--- config.mk ---
export PLATFORM = sky130hd
export DESIGN_NAME = addsub_serial_flat
export DESIGN_NICKNAME = d
export VERILOG_FILES = /design/src/rtl/addsub_serial_if.sv /design/src/rtl/addsub_serial.sv /design/src/flat_wrapper.sv
export SDC_FILE = /design/constraint.sdc
export NUM_CORES = 1
export LEC_CHECK = 0
export CORE_UTILIZATION = 51
export CTS_CLUSTER_SIZE = 10
export DETAILED_ROUTE_END_ITERATION = 7
export PLACE_DENSITY = 0.79
export SYNTH_ARGS = -nofsm -noshare
export SYNTH_HDL_FRONTEND = slang
export SYNTH_SLANG_ARGS = --single-unit
--- constraint.sdc ---
create_clock -name clk -period 3.27 [get_ports clk]
set_input_delay 0.981 -clock clk [delete_from_list [all_inputs] [get_ports clk]]
set_output_delay 0.981 -clock clk [all_outputs]
set_load 0.01 [all_outputs]
--- src/rtl/addsub_serial_if.sv ---
// Operand/result handshake bundle for addsub_serial.
// master = operand producer + result consumer, slave = the arithmetic unit.
interface addsub_serial_if #(
  parameter int WIDTH = 8
);
  logic             in_valid;
  logic             in_ready;
  logic [WIDTH-1:0] x;
  logic [WIDTH-1:0] y;
  logic             sub;
  logic             out_valid;
  logic             out_ready;
  logic [WIDTH-1:0] s;
  logic             c;
  logic             e;
  logic             z;

  modport master (
    output in_valid, x, y, sub, out_ready,
    input  in_ready, out_valid, s, c, e, z
  );

  modport slave (
    input  in_valid, x, y, sub, out_ready,
    output in_ready, out_valid, s, c, e, z
  );
endinterface

--- src/rtl/addsub_serial.sv ---
// Chunk-serial two's-complement add/sub: CHUNK bits per clock, flags c/e/z.
// Define ADDSUB_SAT_EN to saturate s to the signed limit on overflow.
module addsub_serial #(
  parameter int WIDTH = 8,
  parameter int CHUNK = 2
) (
  input  logic           clk,
  input  logic           rst_n,
  addsub_serial_if.slave bus
);

  localparam int NCHUNK = WIDTH / CHUNK;
  localparam int KW     = $clog2(NCHUNK) + 1;

  typedef enum logic [1:0] {
    IDLE,
    RUN,
    DONE
  } state_t;

  state_t           state, state_next;
  logic [WIDTH-1:0] xr, yr, sr;
  logic             carry;
  logic             cr, er, zr;
  logic [KW-1:0]    k;

  int               off;
  logic             last;
  logic [CHUNK:0]   csum;
  logic [WIDTH-1:0] s_mod, s_fin;
  logic             msb_cin, e_fin;

  // ---------------------------------------------------------------------------
  // FSM
  // ---------------------------------------------------------------------------
  // NOTE: sequential state uses non-blocking (<=) so every register samples
  // pre-edge values; blocking here would create order-dependent simulation.
  always_ff @(posedge clk or negedge rst_n) begin
    if (!rst_n) state <= IDLE;
    else        state <= state_next;
  end

  // NOTE: every output of an always_comb gets a default first; any path that
  // leaves one unassigned would infer a latch.
  always_comb begin
    state_next    = state;
    bus.in_ready  = 1'b0;
    bus.out_valid = 1'b0;
    unique case (state)
      IDLE: begin
        bus.in_ready = 1'b1;
        if (bus.in_valid) state_next = RUN;
      end
      RUN: begin
        if (last) state_next = DONE;
      end
      DONE: begin
        bus.out_valid = 1'b1;
        if (bus.out_ready) state_next = IDLE;
      end
      default: state_next = IDLE;
    endcase
  end

  // ---------------------------------------------------------------------------
  // Chunk adder and final-result formation
  // ---------------------------------------------------------------------------
  always_comb begin
    off   = int'(k) * CHUNK;
    last  = (k == KW'(NCHUNK - 1));
    csum  = {1'b0, xr[off +: CHUNK]} + {1'b0, yr[off +: CHUNK]} + {{CHUNK{1'b0}}, carry};
    s_mod = sr;
    s_mod[off +: CHUNK] = csum[CHUNK-1:0];
    // Carry into the MSB recovered from the MSB full-adder: sum = a ^ b ^ cin.
    msb_cin = xr[WIDTH-1] ^ yr[WIDTH-1] ^ s_mod[WIDTH-1];
    e_fin   = csum[CHUNK] ^ msb_cin;
    s_fin   = s_mod;
`ifdef ADDSUB_SAT_EN
    // Overflow direction follows the sign of X: positive X can only overflow upward.
    if (e_fin) begin
      s_fin = xr[WIDTH-1] ? {1'b1, {(WIDTH-1){1'b0}}} : {1'b0, {(WIDTH-1){1'b1}}};
    end
`endif
  end

  // ---------------------------------------------------------------------------
  // Datapath registers
  // ---------------------------------------------------------------------------
  // NOTE: all datapath registers are reset so an abandoned operation leaves
  // no stale result or carry visible after rst_n.
  always_ff @(posedge clk or negedge rst_n) begin
    if (!rst_n) begin
      xr    <= '0;
      yr    <= '0;
      sr    <= '0;
      carry <= 1'b0;
      cr    <= 1'b0;
      er    <= 1'b0;
      zr    <= 1'b0;
      k     <= '0;
    end else begin
      unique case (state)
        IDLE: begin
          if (bus.in_valid) begin
            xr    <= bus.x;
            // Subtraction as X + ~Y + 1: invert Y here, inject the +1 as C0.
            yr    <= bus.y ^ {WIDTH{bus.sub}};
            carry <= bus.sub;
            k     <= '0;
          end
        end
        RUN: begin
          carry <= csum[CHUNK];
          k     <= k + 1'b1;
          if (last) begin
            sr <= s_fin;
            cr <= csum[CHUNK];
            er <= e_fin;
            zr <= (s_fin == '0);
          end else begin
            sr <= s_mod;
          end
        end
        default: ;
      endcase
    end
  end

  assign bus.s = sr;
  assign bus.c = cr;
  assign bus.e = er;
  assign bus.z = zr;

endmodule
--- src/flat_wrapper.sv ---
// flat-port wrapper written by rule: the top's interface ports become plain ports
module addsub_serial_flat 
#(
  parameter int WIDTH = 8,
  parameter int CHUNK = 2
)
  (clk, rst_n, bus_in_valid, bus_x, bus_y, bus_sub, bus_out_ready, bus_in_ready, bus_out_valid, bus_s, bus_c, bus_e, bus_z);
  addsub_serial_if #(.WIDTH(WIDTH)) bus_i ();
  input  logic clk;
  input  logic rst_n;
  input wire logic [$bits(bus_i.in_valid)-1:0] bus_in_valid;
  input wire logic [$bits(bus_i.x)-1:0] bus_x;
  input wire logic [$bits(bus_i.y)-1:0] bus_y;
  input wire logic [$bits(bus_i.sub)-1:0] bus_sub;
  input wire logic [$bits(bus_i.out_ready)-1:0] bus_out_ready;
  output wire logic [$bits(bus_i.in_ready)-1:0] bus_in_ready;
  output wire logic [$bits(bus_i.out_valid)-1:0] bus_out_valid;
  output wire logic [$bits(bus_i.s)-1:0] bus_s;
  output wire logic [$bits(bus_i.c)-1:0] bus_c;
  output wire logic [$bits(bus_i.e)-1:0] bus_e;
  output wire logic [$bits(bus_i.z)-1:0] bus_z;
  assign bus_i.in_valid = bus_in_valid;
  assign bus_i.x = bus_x;
  assign bus_i.y = bus_y;
  assign bus_i.sub = bus_sub;
  assign bus_i.out_ready = bus_out_ready;
  assign bus_in_ready = bus_i.in_ready;
  assign bus_out_valid = bus_i.out_valid;
  assign bus_s = bus_i.s;
  assign bus_c = bus_i.c;
  assign bus_e = bus_i.e;
  assign bus_z = bus_i.z;
  addsub_serial #(.WIDTH(WIDTH), .CHUNK(CHUNK)) u_core (.clk(clk), .rst_n(rst_n), .bus(bus_i));
endmodule
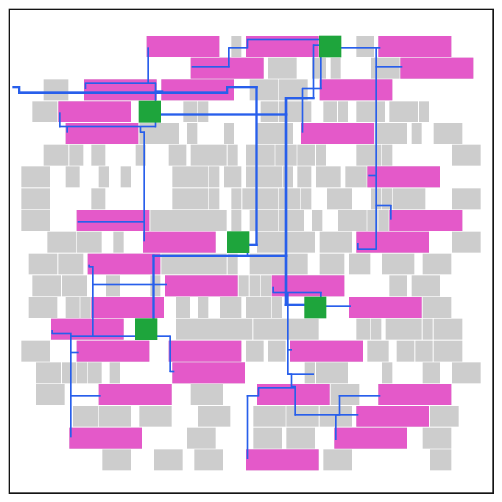
**Above:** run 1 (routed clock nets over the placement).
Scale: 8 px per um.
- magenta: flip-flops (count 33)
- green: clock-net drivers (count 5)
- blue: clock wires (length 395 um)
- flops lie: all over the die
- routed clock nets: 6
Clock Latency Late Sink: 0.33 ns
Clock Skews: 0.00679 ns

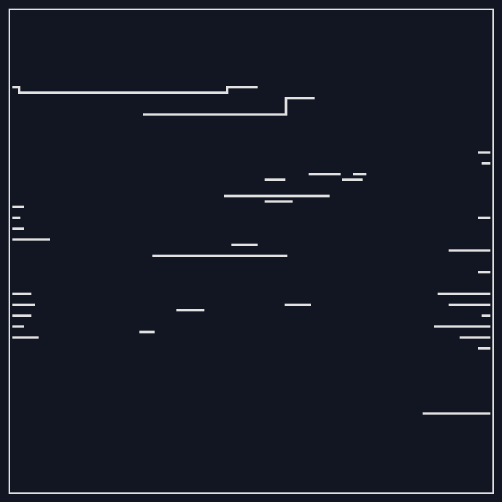
**Above:** run 1 (metal 3).
Scale: 8 px per um.
- longest straight run: 26.0 um
- share of all routed wire: 5.3%
- nets with wire on the layer: 29

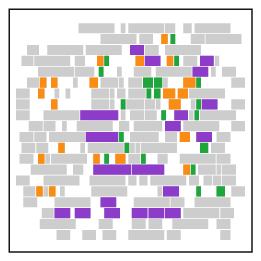
**Above:** run 1 (logic cells by family).
Scale: 4 px per um.
- orange: aoi and oai cells (cells 21; most used a21oi_1)
- purple: mux cells (cells 20; most used mux2_2)
- green: nand cells (cells 21; most used nand2_1)

==> notes.md, run 1 <==
yosys + openroad results -> status=finished clean, worst rel slew slack=62.5%, Cell Type Count=39, cells in synth_stat.txt=154, grt met1 use=roughly a quarter, post-CTS setup buffers=0, H-tree depth=2, grt peak-use layer=met2, vias in the first global route=around 1300, FP Util=55.4%, # rows=20, Area leader share=around 48%, Setup-failing EPs final=0, Area Overhead vs Synth=23.9%, top cells by area=dfrtp_1 48%, mux2_2 5.8%, xnor2_1 5.1%, Int Power=1330 uW, Seq share, synth=roughly 48%, Syn Area/Cell=11.3 um^2, First DRT Iteration DRCs=30, IO buf count=33, syn_nets=181, Tot GR Track Use=21.3%, Min-Delay Path Class=flop to flop, ys async rst share=100%, Clock power frac=between 10 and 15%, crit-path max FO=13, remaining routing DRC violations=0, max_cap viols=0, Net Sw Frac=between 40 and 50%, NumNets Final=around 220, Lkg Pwr=0.000905 uW, hold bufs inserted after CTS=0, I/O pin count=34, Die ar.=0.00364 mm^2, Initial DRT Pass Iterations=4, Flop pwr share=about a third, final wirelength=roughly 3200 um, Routed Antenna Nets=0, Yosys Chip Area=around 0.0017 mm^2, cycle use final=between 80% and 90%, Logic pwr share=about 56%, via count=approximately 1300, share of cells above drive strength 1=around an eighth, clock tree buffer depth=2, Top Layout Cells=33 x clkdlybuf4s50_1, 33 x dfrtp_1, 16 x nand2_1, Least-Margin Pin Slew=approximately 0.56 ns, met2 Use GR=a little over a third, number of synthesized flops with an enable pin=0, GRT overflow=0, root buf cell=clkbuf_4, first-pass GRT wire length=5550 um, power per cell area=1040 mW/mm^2, ant diodes=0, routed len/inst=around 14 um, die height=60.3 um, fin crit period=2.70 ns, core area=between 0.003 and 0.004 mm^2, Synth area leader=dfrtp_1, register clock-pin slew on the reported worst setup and hold paths=approximately 0.090 ns, crit path capture type=flop, Die X=around 60 um, CTS tree=done, initial antenna violation count=0, dominant synthesized flop cell=dfrtp_1, crit path DRT=3.49 ns, Synth Cell Area=around 0.0017 mm^2, NetSw=between 900 and 1000 uW, Util after Layout=~70%, Hold Fails Final Rpt=0, via/cell ratio=about 5.4, CP Class=flop to flop, Max Slew Vio Count=0, CTS resizes=0, GP Congestion=0.867, Filler cells=between 200 and 300, #FFs+latches synth=33, Tool Warnings=27, WP data arrival=a little under 3 ns, setup TNS=0 ns, Detail Placement HPWL=2420 um, Peak VDD IR=roughly 0.00045 V, GRT met3 Usage=around 4.8%, CTS Buf Count=5, RSZ-0062 raised after global routing=false, clock sinks=33, yosys warns=0, cells after synthesis=between 150 and 200, Fmax=around 370 MHz, startpoint types=flop, largest net degree at the start of global routing=34
[run 1: critical path, cell delays in order (launching register included)]
cell,delay (ns)
dfrtp_1,0.65
mux4_1,0.61
nand2_1,0.11
fa_1,0.17
inv_1,0.05
fa_1,0.42
xor2_1,0.18
xnor2_1,0.19
xnor2_1,0.15
o21ai_1,0.08
[run 1: synth_stat cells, drive strengths merged (3+ instances only)]
library cell and count:
inv 9, xnor2 10, mux4 4, buf 6
mux2i 3, o21ai 5, nor2 15, dfrtp 33
a21oi 8, ha 4, nand2 16, mux2 13
[run 1: final timing paths]
check	start	endpoint	cells past startpoint	slack [ns]
setup / recovery	u_core.k[0]	u_core.bus.e	9	0.57
hold / removal	u_core.carry	u_core.carry	2	0.49
setup reg to reg	u_core.k[0]	u_core.bus.e	9	0.57
hold reg to reg	u_core.carry	u_core.carry	2	0.49
max in group asynchronous	rst_n	u_core.k[1]	2	1.93
min in group asynchronous	rst_n	u_core.xr[1]	2	1.04
[run 1: layout make-up]
| type | instances | area, um^2 | area share (%) |
|---|---|---|---|
| Clock buffer | 7 | 55.1 | 2.56 |
| Inverter | 9 | 33.8 | 1.57 |
| Multi-Input combinational cell | 105 | 833 | 38.8 |
| Sequential cell | 33 | 826 | 38.4 |
| Tap cell | 44 | 55.1 | 2.56 |
| Timing Repair Buffer | 35 | 345 | 16.1 |
[run 1: power by group through the flow]
stage | clock, uW | sequential (uW) | combinational (uW)
floorplan | 0 | 734 | 921
global placement | 0 | 769 | 1200
detailed placement | 0 | 781 | 1260
global route | 247 | 803 | 1400
CTS | 236 | 772 | 1260
finish | 229 | 769 | 1240
[run 1: cells by family (layout without fill, tap and decap cells)]
group,Yosys count,in the layout,share of synthesized area (%)
compound gates,21,21,7.29
xor+xnor,11,11,5.56
fa+ha+maj,6,6,5.20
buf+inv,16,51,4.62
flops,33,33,47.6
mux,20,20,15.8
simple gates,47,47,13.9
[run 1: sequential cells by signal, indices dropped and copies added, names as in the netlist, 2 cells and up]
register / cells
u_core.bus.s: 8
u_core.k: 3
u_core.state: 2
u_core.xr: 8
u_core.yr: 8
[run 1: stage by stage]
stage / hold slack [ns] / setup WS [ns] / instance area, um^2 / power [uW] / instances
6_report: 0.495 / 0.570 / 2150 / 2240 / 233
5_1_grt: 0.517 / 0.381 / 2150 / 2450 / 233
4_1_cts: 0.492 / 0.549 / 2150 / 2270 / 233
3_5_place_dp: 0.472 / 0.569 / 2090 / 2040 / 226
3_3_place_gp: 0.461 / 0.677 / 2090 / 1970 / 226
2_1_floorplan: 0.446 / 0.890 / 1730 / 1650 / 154
[run 1: metal layers]
metal | share of wire (%) | wire, um | vias to the layer above
met4 | 1.7 | 53 | 0
met1 | 41 | 1300 | 610
met3 | 5.3 | 167 | 7
met5 | 0 | 0 | -
met2 | 52 | 1640 | 41
li1 | - | - | 600
**Run 1: signal wires by layer**

Scale: 4 px per um.
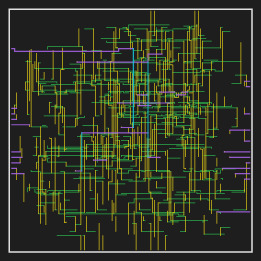

==> run 1 -> run 2 <==
==> constraint.sdc (replaced) <==
create_clock -name clk -period 2.5 [get_ports clk]
set_input_delay 0.75 -clock clk [delete_from_list [all_inputs] [get_ports clk]]
set_output_delay 0.75 -clock clk [all_outputs]
set_load 0.01 [all_outputs]
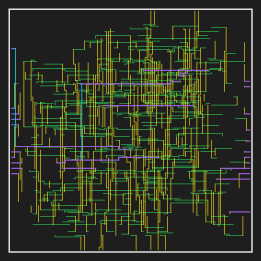
**Above:** run 2 (signal wires by layer).
Scale: 4 px per um.
- green: M1 (wire length 1430 um)
- purple: M3 (wire length 180 um)
- cyan: M4 (wire length 43.5 um)
- yellow: M2 (wire length 1670 um)
Tot GR Track Use: 22.0%
routed len/inst: 14.0 um
final wirelength: 3320 um

==> notes.md, run 2 <==
yosys + openroad results -> First DRT Iteration DRCs=44 (was 30), cycle use final=93.5% (was 82.6%), H-tree depth=2 (unchanged), startpoint types=flop (unchanged), cells in synth_stat.txt=154 (unchanged), dominant synthesized flop cell=dfrtp_1 (unchanged), WP data arrival=2.57 ns (was 2.92 ns), family with the most delay on the worst path=adder cells (was flip-flops), via/cell ratio=5.36 (was 5.40), clock tree buffer depth=2 (unchanged), design area=0.00221 mm^2 (was 0.00215 mm^2), largest net degree at the start of global routing=34 (unchanged), top cells by area=dfrtp_1 48%, mux2_2 5.8%, xnor2_1 5.1% (unchanged), share of cells above drive strength 1=18.0% (was 13.2%), Top Layout Cells=33 x clkdlybuf4s50_1, 32 x dfrtp_1, 16 x nand2_1 (was 33 x clkdlybuf4s50_1, 33 x dfrtp_1, 16 x nand2_1), Cell Type Count=39 (unchanged), setup TNS=0 ns (unchanged), I/O pin count=34 (unchanged), Synth Area in XOR/XNOR=5.56% (unchanged), Peak VDD IR=0.000680 V (was 0.000454 V), Commonest Layout Cell=clkdlybuf4s50_1, area post-placement=0.00213 mm^2 (was 0.00209 mm^2), Fmax=428 MHz (was 370 MHz), crit path capture type=flop (unchanged), logic area=840 um^2 (was 833 um^2), via count=1276 (was 1258), Detail Placement HPWL=2510 um (was 2420 um), Synth Cell Area=0.00173 mm^2 (unchanged), register clock-pin slew on the reported worst setup and hold paths=0.10 ns (was 0.09 ns), critical path, cell by cell=mux4_2 > nand2_1 > fa_1 > inv_1 > fa_2 > mux2i_1 > xnor2_1 > o21ai_1 (was mux4_1 > nand2_1 > fa_1 > inv_1 > fa_1 > xor2_1 > xnor2_1 > xnor2_1 > o21ai_1), grt peak-use layer=met2 (unchanged), status=finished clean (unchanged), fin crit period=2.34 ns (was 2.70 ns), Tool Warnings=27 (unchanged), Synth mux share=15.8% (unchanged), first-pass GRT wire length=5660 um (was 5550 um), Worst path max stage delay=0.47 ns (was 0.65 ns), Filler cells=249 (was 273), Adder Area Share=5.19% (unchanged), Seq share, synth=47.6% (unchanged), Area Overhead vs Synth=27.6% (was 23.9%), CTS Buf Count=5 (unchanged), initial antenna violation count=0 (unchanged), Die X=60.3 um (unchanged), Syn Area/Cell=11.3 um^2 (unchanged), CP bufs+invs=1 (unchanged), crit-path max FO=6 (was 13), syn_nets=181 (unchanged), Least-Margin Pin Slew=0.512 ns (was 0.562 ns), ao+oa area frac=7.29% (unchanged), ys async rst share=100% (unchanged), GP Congestion=0.833 (was 0.867), Logic family by area=multiplexers (unchanged), top post-synthesis cells by count=33 x dfrtp_1, 16 x nand2_1, 14 x nor2_1, 10 x xnor2_1 (unchanged), GRT met3 Usage=7.14% (was 4.76%), FP Util=55.4% (unchanged), Min-Delay Path Class=flop to flop (unchanged), #FFs+latches synth=33 (unchanged), number of synthesized flops with an enable pin=0 (unchanged), core area=0.00313 mm^2 (unchanged), power per cell area=1410 mW/mm^2 (was 1040 mW/mm^2), register area=827 um^2 (was 826 um^2), Setup-failing EPs final=0 (unchanged), Hold Fails Final Rpt=0 (unchanged), simple share=13.9% (unchanged), cells after synthesis=154 (unchanged), hold bufs inserted after CTS=0 (unchanged), Critical-path top delay cell=dfrtp_2 (was dfrtp_1), Area leader share=47.6% (unchanged), NumNets Final=220 (was 216), remaining routing DRC violations=0 (unchanged), IO buf count=33 (unchanged), Routed Antenna Nets=0 (unchanged), Clock Skews=0.00844 ns (was 0.00679 ns), most numerous cell in the Yosys netlist=dfrtp_1 (unchanged), root buf cell=clkbuf_4 (unchanged), RSZ-0062 raised after global routing=false (unchanged), Max Slew Vio Count=0 (unchanged), CP Class=flop to flop (unchanged), grt met1 use=27.3% (was 25.2%), Lkg Pwr=0.000934 uW (was 0.000905 uW), # rows=20 (unchanged), worst rel slew slack=65.8% (was 62.5%), Initial DRT Pass Iterations=4 (unchanged), Yosys Chip Area=0.00173 mm^2 (unchanged), die height=60.3 um (unchanged), met2 Use GR=35.9% (unchanged), vias in the first global route=1288 (was 1256), Clock Latency Late Sink=0.33 ns (about the same), CTS tree=done (unchanged), GRT overflow=0 (unchanged), crit path DRT=2.73 ns (was 3.49 ns), max_cap viols=0 (unchanged), Die ar.=0.00364 mm^2 (unchanged), yosys warns=0 (unchanged), Synth area leader=dfrtp_1 (unchanged), ant diodes=0 (unchanged)
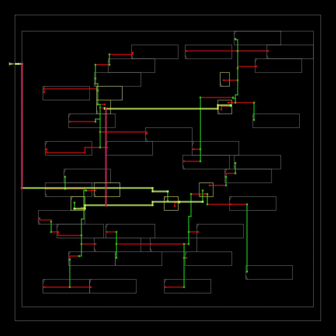
**Above:** run 2 (clock nets).
# clk buffers: 7
clock sinks: 33

run 2: cell counts after synthesis:
Identical to the previous run, type by type.
run 2: final timing paths:
kind                       slack, ns          from         endpoint  cells after the start
setup / recovery                0.16   u_core.k[0]     u_core.bus.e                      8
hold / removal                  0.48  u_core.bus.z     u_core.bus.z                      2
setup reg to reg                0.16   u_core.k[0]     u_core.bus.e                      8
hold reg to reg                 0.48  u_core.bus.z     u_core.bus.z                      2
max in group asynchronous       1.37         rst_n      u_core.k[0]                      2
min in group asynchronous       0.81         rst_n  u_core.state[1]                      2
run 2: layout make-up:
cell class / instances / share of cell area, %
repair buffers: 39 / 17.5
multi-input cells: 105 / 37.9
flip-flops and latches: 33 / 37.4
clock buffers: 7 / 2.94
well taps: 44 / 2.49
clock inverters: 1 / 0.226
inverters: 9 / 1.53
run 2: cell families (layout without fill, tap and decap cells):
group,count (synthesis),in the layout
AOI/OAI and AO/OA,21,21
xor gates and xnor gates,11,11
adders and majority gates,6,6
buffers and inverters,16,56
DFF,33,33
muxes,20,20
and+or+nand+nor,47,47
run 2: timing repair:
action	CTS	global route
endpoints found under the setup margin	1	2
resized	1	3
setup buffers	0	1
gates cloned	0	0
run 2: worst reg2reg max path: cells and delay by family, from the launching register on:
| family | cells | cell delay, ns |
|---|---|---|
| xor gates and xnor gates | 1 | 0.15 |
| muxes | 2 | 0.53 |
| buffers and inverters | 1 | 0.08 |
| DFF | 1 | 0.47 |
| and+or+nand+nor | 1 | 0.07 |
| adders and majority gates | 2 | 0.86 |
| AOI/OAI and AO/OA | 1 | 0.07 |
run 2: metal layers:
metal / up-vias / share of wire, %
li1: 602 / -
met1: 630 / 43
met2: 40 / 50
met3: 4 / 5.4
met4: 0 / 1.3
met5: - / 0
run 2: metrics by stage:
step	std cells	worst slack, ns	util, %	hold slack, ns	total power [uW]
2_1_floorplan	154	0.120	-	0.446	2160
3_3_place_gp	229	0.116	68.0	0.467	2640
3_5_place_dp	229	0.00766	68.0	0.464	2740
4_1_cts	237	0.0594	70.3	0.489	3080
5_1_grt	238	0.0401	70.8	0.522	3390
6_report	238	0.163	70.8	0.483	3110
run 2: report_power, final:
group | internal, uW | switching, uW
clock network | 163 | 181
logic | 919 | 861
registers | 789 | 200
total | 1870 | 1240
No activity file was given, so power comes from the tool's default toggle rates.
